**src/rtl/if_fetch_if.sv**
```systemverilog
// Instruction-memory bus between the fetch stage and its memory.
// The fetch stage drives the address; the memory returns the word.
interface if_fetch_if #(
  parameter int DATA_WIDTH = 16,
  parameter int ADDR_WIDTH = 8
);
  logic [ADDR_WIDTH-1:0] instruction_mem_addr_o;
  logic [DATA_WIDTH-1:0] instruction_mem_rD_i;

  modport master (
    output instruction_mem_addr_o,
    input  instruction_mem_rD_i
  );

  modport slave (
    input  instruction_mem_addr_o,
    output instruction_mem_rD_i
  );
endinterface

```
**src/rtl/if_fetch.sv**
```systemverilog
// Fetch stage: PC register, IF/ID pipeline register and the
// stop/drain/halt sequencer.
module if_fetch #(
  parameter int DATA_WIDTH = 16,
  parameter int ADDR_WIDTH = 8
) (
  input  logic                  clk,
  input  logic                  rst,
  input  logic                  stall_PC_i,
  input  logic                  stall_IF_ID_i,
  input  logic                  flush_IF_ID_i,
  input  logic                  Jump_i,
  input  logic [ADDR_WIDTH-1:0] jumpAddr_i,
  input  logic                  PCSrcE_i,
  input  logic [ADDR_WIDTH-1:0] branchAddrE_i,
  input  logic                  Stop_i,
  if_fetch_if.master            imem,
  output logic [ADDR_WIDTH-1:0] PCD_o,
  output logic [DATA_WIDTH-1:0] instructionD_o,
  output logic                  validD_o,
  output logic                  halted_o
);

  typedef enum logic [1:0] {
    RUN,
    DRAIN,
    HALTED
  } state_t;

  state_t                state_q, state_d;
  logic [1:0]            cnt_q, cnt_d;
  logic [ADDR_WIDTH-1:0] pc_q, pc_d;
  logic [ADDR_WIDTH-1:0] pcd_q, pcd_d;
  logic [DATA_WIDTH-1:0] ins_q, ins_d;
  logic                  vld_q, vld_d;
  logic                  halted_q;

  assign imem.instruction_mem_addr_o = pc_q;

  assign PCD_o          = pcd_q;
  assign instructionD_o = ins_q;
  assign validD_o       = vld_q;
  assign halted_o       = halted_q;

  // Next PC: a resolved branch beats a stall, which beats a jump.
  always_comb begin
    pc_d = pc_q + ADDR_WIDTH'(1);
    if (state_q != RUN)
      pc_d = pc_q;
    else if (PCSrcE_i)
      pc_d = branchAddrE_i;
    else if (stall_PC_i)
      pc_d = pc_q;
    else if (Jump_i)
      pc_d = jumpAddr_i;
    else if (Stop_i)
      pc_d = pc_q;
  end

  // Next IF/ID contents: load, hold, or insert a bubble.
  always_comb begin
    pcd_d = pc_q;
    ins_d = imem.instruction_mem_rD_i;
    vld_d = 1'b1;
    if (PCSrcE_i || flush_IF_ID_i) begin
      pcd_d = '0;
      ins_d = '0;
      vld_d = 1'b0;
    end else if (stall_IF_ID_i) begin
      pcd_d = pcd_q;
      ins_d = ins_q;
      vld_d = vld_q;
    end else if (state_q != RUN || Jump_i || Stop_i) begin
      pcd_d = '0;
      ins_d = '0;
      vld_d = 1'b0;
    end
  end

  // Stop sequencer: a stop on a branch's wrong path is dropped;
  // otherwise let the older instructions drain, then halt.
  always_comb begin
    state_d = state_q;
    cnt_d   = cnt_q;
    unique case (state_q)
      RUN: begin
        if (Stop_i && !PCSrcE_i && !stall_IF_ID_i) begin
          state_d = DRAIN;
          cnt_d   = 2'd3;
        end
      end
      DRAIN: begin
        cnt_d = cnt_q - 2'd1;
        if (cnt_q == 2'd1)
          state_d = HALTED;
      end
      HALTED: begin
        cnt_d = '0;
      end
      default: begin
        state_d = RUN;
        cnt_d   = '0;
      end
    endcase
  end

  // State registers; reset restarts fetch from address 0.
  always_ff @(posedge clk) begin
    if (rst) begin
      state_q  <= RUN;
      cnt_q    <= '0;
      pc_q     <= '0;
      pcd_q    <= '0;
      ins_q    <= '0;
      vld_q    <= 1'b0;
      halted_q <= 1'b0;
    end else begin
      state_q  <= state_d;
      cnt_q    <= cnt_d;
      pc_q     <= pc_d;
      pcd_q    <= pcd_d;
      ins_q    <= ins_d;
      vld_q    <= vld_d;
      halted_q <= (state_d == HALTED);
    end
  end

endmodule
```
**src/flat_wrapper.sv**
```systemverilog
// flat-port wrapper written by rule: the top's interface ports become plain ports
module if_fetch_flat 
#(
  parameter int DATA_WIDTH = 16,
  parameter int ADDR_WIDTH = 8
)
  (clk, rst, stall_PC_i, stall_IF_ID_i, flush_IF_ID_i, Jump_i, jumpAddr_i, PCSrcE_i, branchAddrE_i, Stop_i, PCD_o, instructionD_o, validD_o, halted_o, imem_instruction_mem_addr_o, imem_instruction_mem_rD_i);
  if_fetch_if #(.DATA_WIDTH(DATA_WIDTH), .ADDR_WIDTH(ADDR_WIDTH)) imem_i ();
  input  logic clk;
  input  logic rst;
  input  logic stall_PC_i;
  input  logic stall_IF_ID_i;
  input  logic flush_IF_ID_i;
  input  logic Jump_i;
  input  logic [ADDR_WIDTH-1:0] jumpAddr_i;
  input  logic PCSrcE_i;
  input  logic [ADDR_WIDTH-1:0] branchAddrE_i;
  input  logic Stop_i;
  output logic [ADDR_WIDTH-1:0] PCD_o;
  output logic [DATA_WIDTH-1:0] instructionD_o;
  output logic validD_o;
  output logic halted_o;
  output wire logic [$bits(imem_i.instruction_mem_addr_o)-1:0] imem_instruction_mem_addr_o;
  input wire logic [$bits(imem_i.instruction_mem_rD_i)-1:0] imem_instruction_mem_rD_i;
  assign imem_instruction_mem_addr_o = imem_i.instruction_mem_addr_o;
  assign imem_i.instruction_mem_rD_i = imem_instruction_mem_rD_i;
  if_fetch #(.DATA_WIDTH(DATA_WIDTH), .ADDR_WIDTH(ADDR_WIDTH)) u_core (.clk(clk), .rst(rst), .stall_PC_i(stall_PC_i), .stall_IF_ID_i(stall_IF_ID_i), .flush_IF_ID_i(flush_IF_ID_i), .Jump_i(Jump_i), .jumpAddr_i(jumpAddr_i), .PCSrcE_i(PCSrcE_i), .branchAddrE_i(branchAddrE_i), .Stop_i(Stop_i), .imem(imem_i), .PCD_o(PCD_o), .instructionD_o(instructionD_o), .validD_o(validD_o), .halted_o(halted_o));
endmodule
```
**config.mk**
```make
export PLATFORM = sky130hd
export DESIGN_NAME = if_fetch_flat
export DESIGN_NICKNAME = d
export VERILOG_FILES = /design/src/rtl/if_fetch_if.sv /design/src/rtl/if_fetch.sv /design/src/flat_wrapper.sv
export SDC_FILE = /design/constraint.sdc
export NUM_CORES = 1
export LEC_CHECK = 0
export ABC_CLOCK_PERIOD_IN_PS = 1560
export CAP_MARGIN = 20
export CORE_ASPECT_RATIO = 1.2
export CORE_UTILIZATION = 35
export CTS_CLUSTER_SIZE = 40
export DETAILED_ROUTE_END_ITERATION = 8
export GPL_ROUTABILITY_DRIVEN = 1
export PLACE_DENSITY = 0.69
export SKIP_LAST_GASP = 1
export SYNTH_ARGS = -nofsm -noshare
export SYNTH_HDL_FRONTEND = slang
export SYNTH_SLANG_ARGS = --single-unit
```
**constraint.sdc**
```tcl
create_clock -name clk -period 1.56 [get_ports clk]
set_input_delay 0.156 -clock clk [delete_from_list [all_inputs] [get_ports clk]]
set_output_delay 0.156 -clock clk [all_outputs]
set_load 0.1 [all_outputs]
```
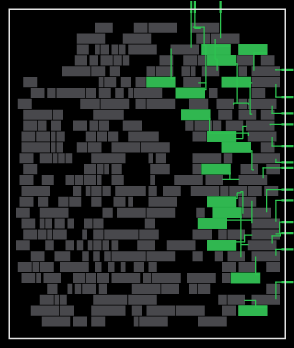
**Above:** wires at chosen ports, followed through buffers.
Scale: 4 px per um.
Key: green = instructionD_o [bits 16, direction output, edge 13 east, 3 north, end cells 16, wire 243 um]

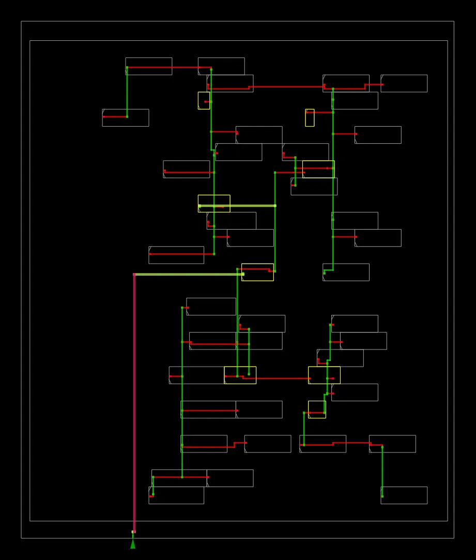
**Above:** clock nets.
total clock network power: 0.000630 W
seq_cells: 38
Clock Buffer Count: 5
TritonCTS Sinks: 38
final worst clock skew: 0.00669 ns

==> notes.org <==
* Flow results

** Power
- The net switching power in the latest report is ~0.00072 W.
- The share of total power dissipated in combinational logic is 0.273.
- Switching part of the total :: 0.311
- Relative contribution of the clock network to total power :: 0.270

** Layout
- Total of fill cells in the finished design :: 447
- The final antenna diode tally reported by the flow is 0.
- Total area of sequential cells :: between 700 and 800 um2
- Proportion of cell area spent on the clock network :: 0.0269
- The area growth from synthesis to layout is 69.4%.
- Final layout net count :: 311
- Buffering overhead :: 0.385
- Dominant logic cell types in the final layout :: 39 x sky130_fd_sc_hd__clkdlybuf4s50_1, 36 x sky130_fd_sc_hd__buf_12, 31 x sky130_fd_sc_hd__dfxtp_1

** Synth
- Adder-cell area share of the yosys netlist :: 0.0134
- Average instance area after synthesis :: about 9.9 um2
- Leading cell type by number of instances after synthesis :: sky130_fd_sc_hd__dfxtp_1
- Simple-gate area share of the yosys netlist :: 0.193
- The cell-mix breakdown from Yosys lists the XOR/XNOR area share as 0.00940.
- For this run, the register share of the synthesized area comes to 0.408.
- Synth unique cells :: 44

** Die
- According to the tapcell log, the count of inserted taps is 60.
- Core footprint :: ~0.0050 mm2
- FP Util :: 0.370
- Die outline area :: 0.00562 mm2
- The floorplan has 28 rows.

** Global routing
- The first global-routing pass estimated 7320 um of wire.
- Looking at the global route congestion table, the highest-usage layer is met2.
- In the global route stage, overall resource usage came out at 0.175.

** Routing
- Total DRC errors in the routed layout :: 0
- Per the detail_route report, the via count comes to around 1700.
- Wire segments on met2 add up to 2180 um in the final route.

** Clock tree
- The number of hold buffers added after CTS was 0.
- Total CTS buffers :: 5

** Placed design
- Global placement routability congestion :: about 0.88
- Post-Place Cell Area :: roughly 0.003 mm2
- Buffers placed on the I/O ports in this run total about 73.

** Final timing
- For the finished layout, the period the worst path requires is 1.41 ns.
- Share of the clock period used by the worst path :: 0.901
- Max-slew headroom at the worst pin :: 0.725
- Across all hold checks on the routed design, the worst slack comes to slightly below 0.5 ns.

** Run status
- The flow ran to the end, and the final reports show no timing, DRC or antenna violations.

** Setup path
- According to the timing report, the data required time at the worst endpoint equals ~1.7 ns.
- Peak fanout along the critical path :: 7
- CP Depth :: 4
- Peak per-stage delay on the critical path :: between 0.3 and 0.4 ns
- Counting both buffers and inverters, the worst setup path holds a total of 1.
- CP Capture Point :: u_core.imem.instruction_mem_addr_o[5]
- The launch point of the critical path was reported as u_core.state_q[1].

** Flow run
- The stage logs contain a warning count of 26.
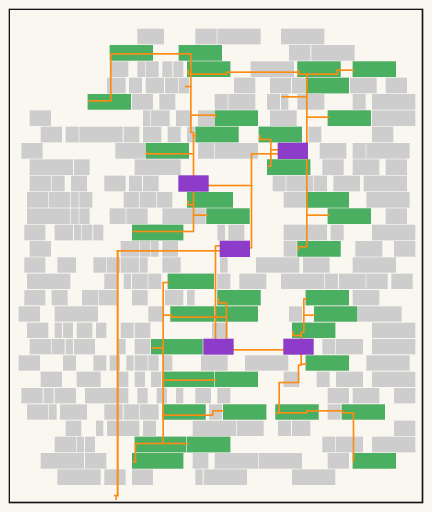
**Above:** routed clock nets over the placement.
Scale: 6 px per um.
Key: purple = clock-net drivers [count 5]; green = flip-flops [count 38]; orange = clock wires [length 432 um]
There are 6 routed clock nets.

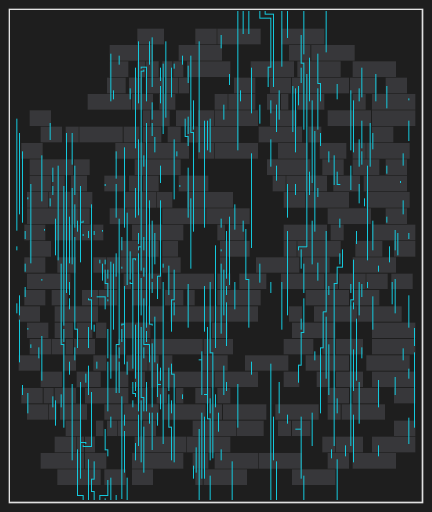
**Above:** met2 routing.
Scale: 6 px per um.
The wires run mostly vertical. The longest straight run is 34.0 um. The layer holds 51% of the routed length.

Power figures rest on the tool's default switching activity, not on a simulated workload.
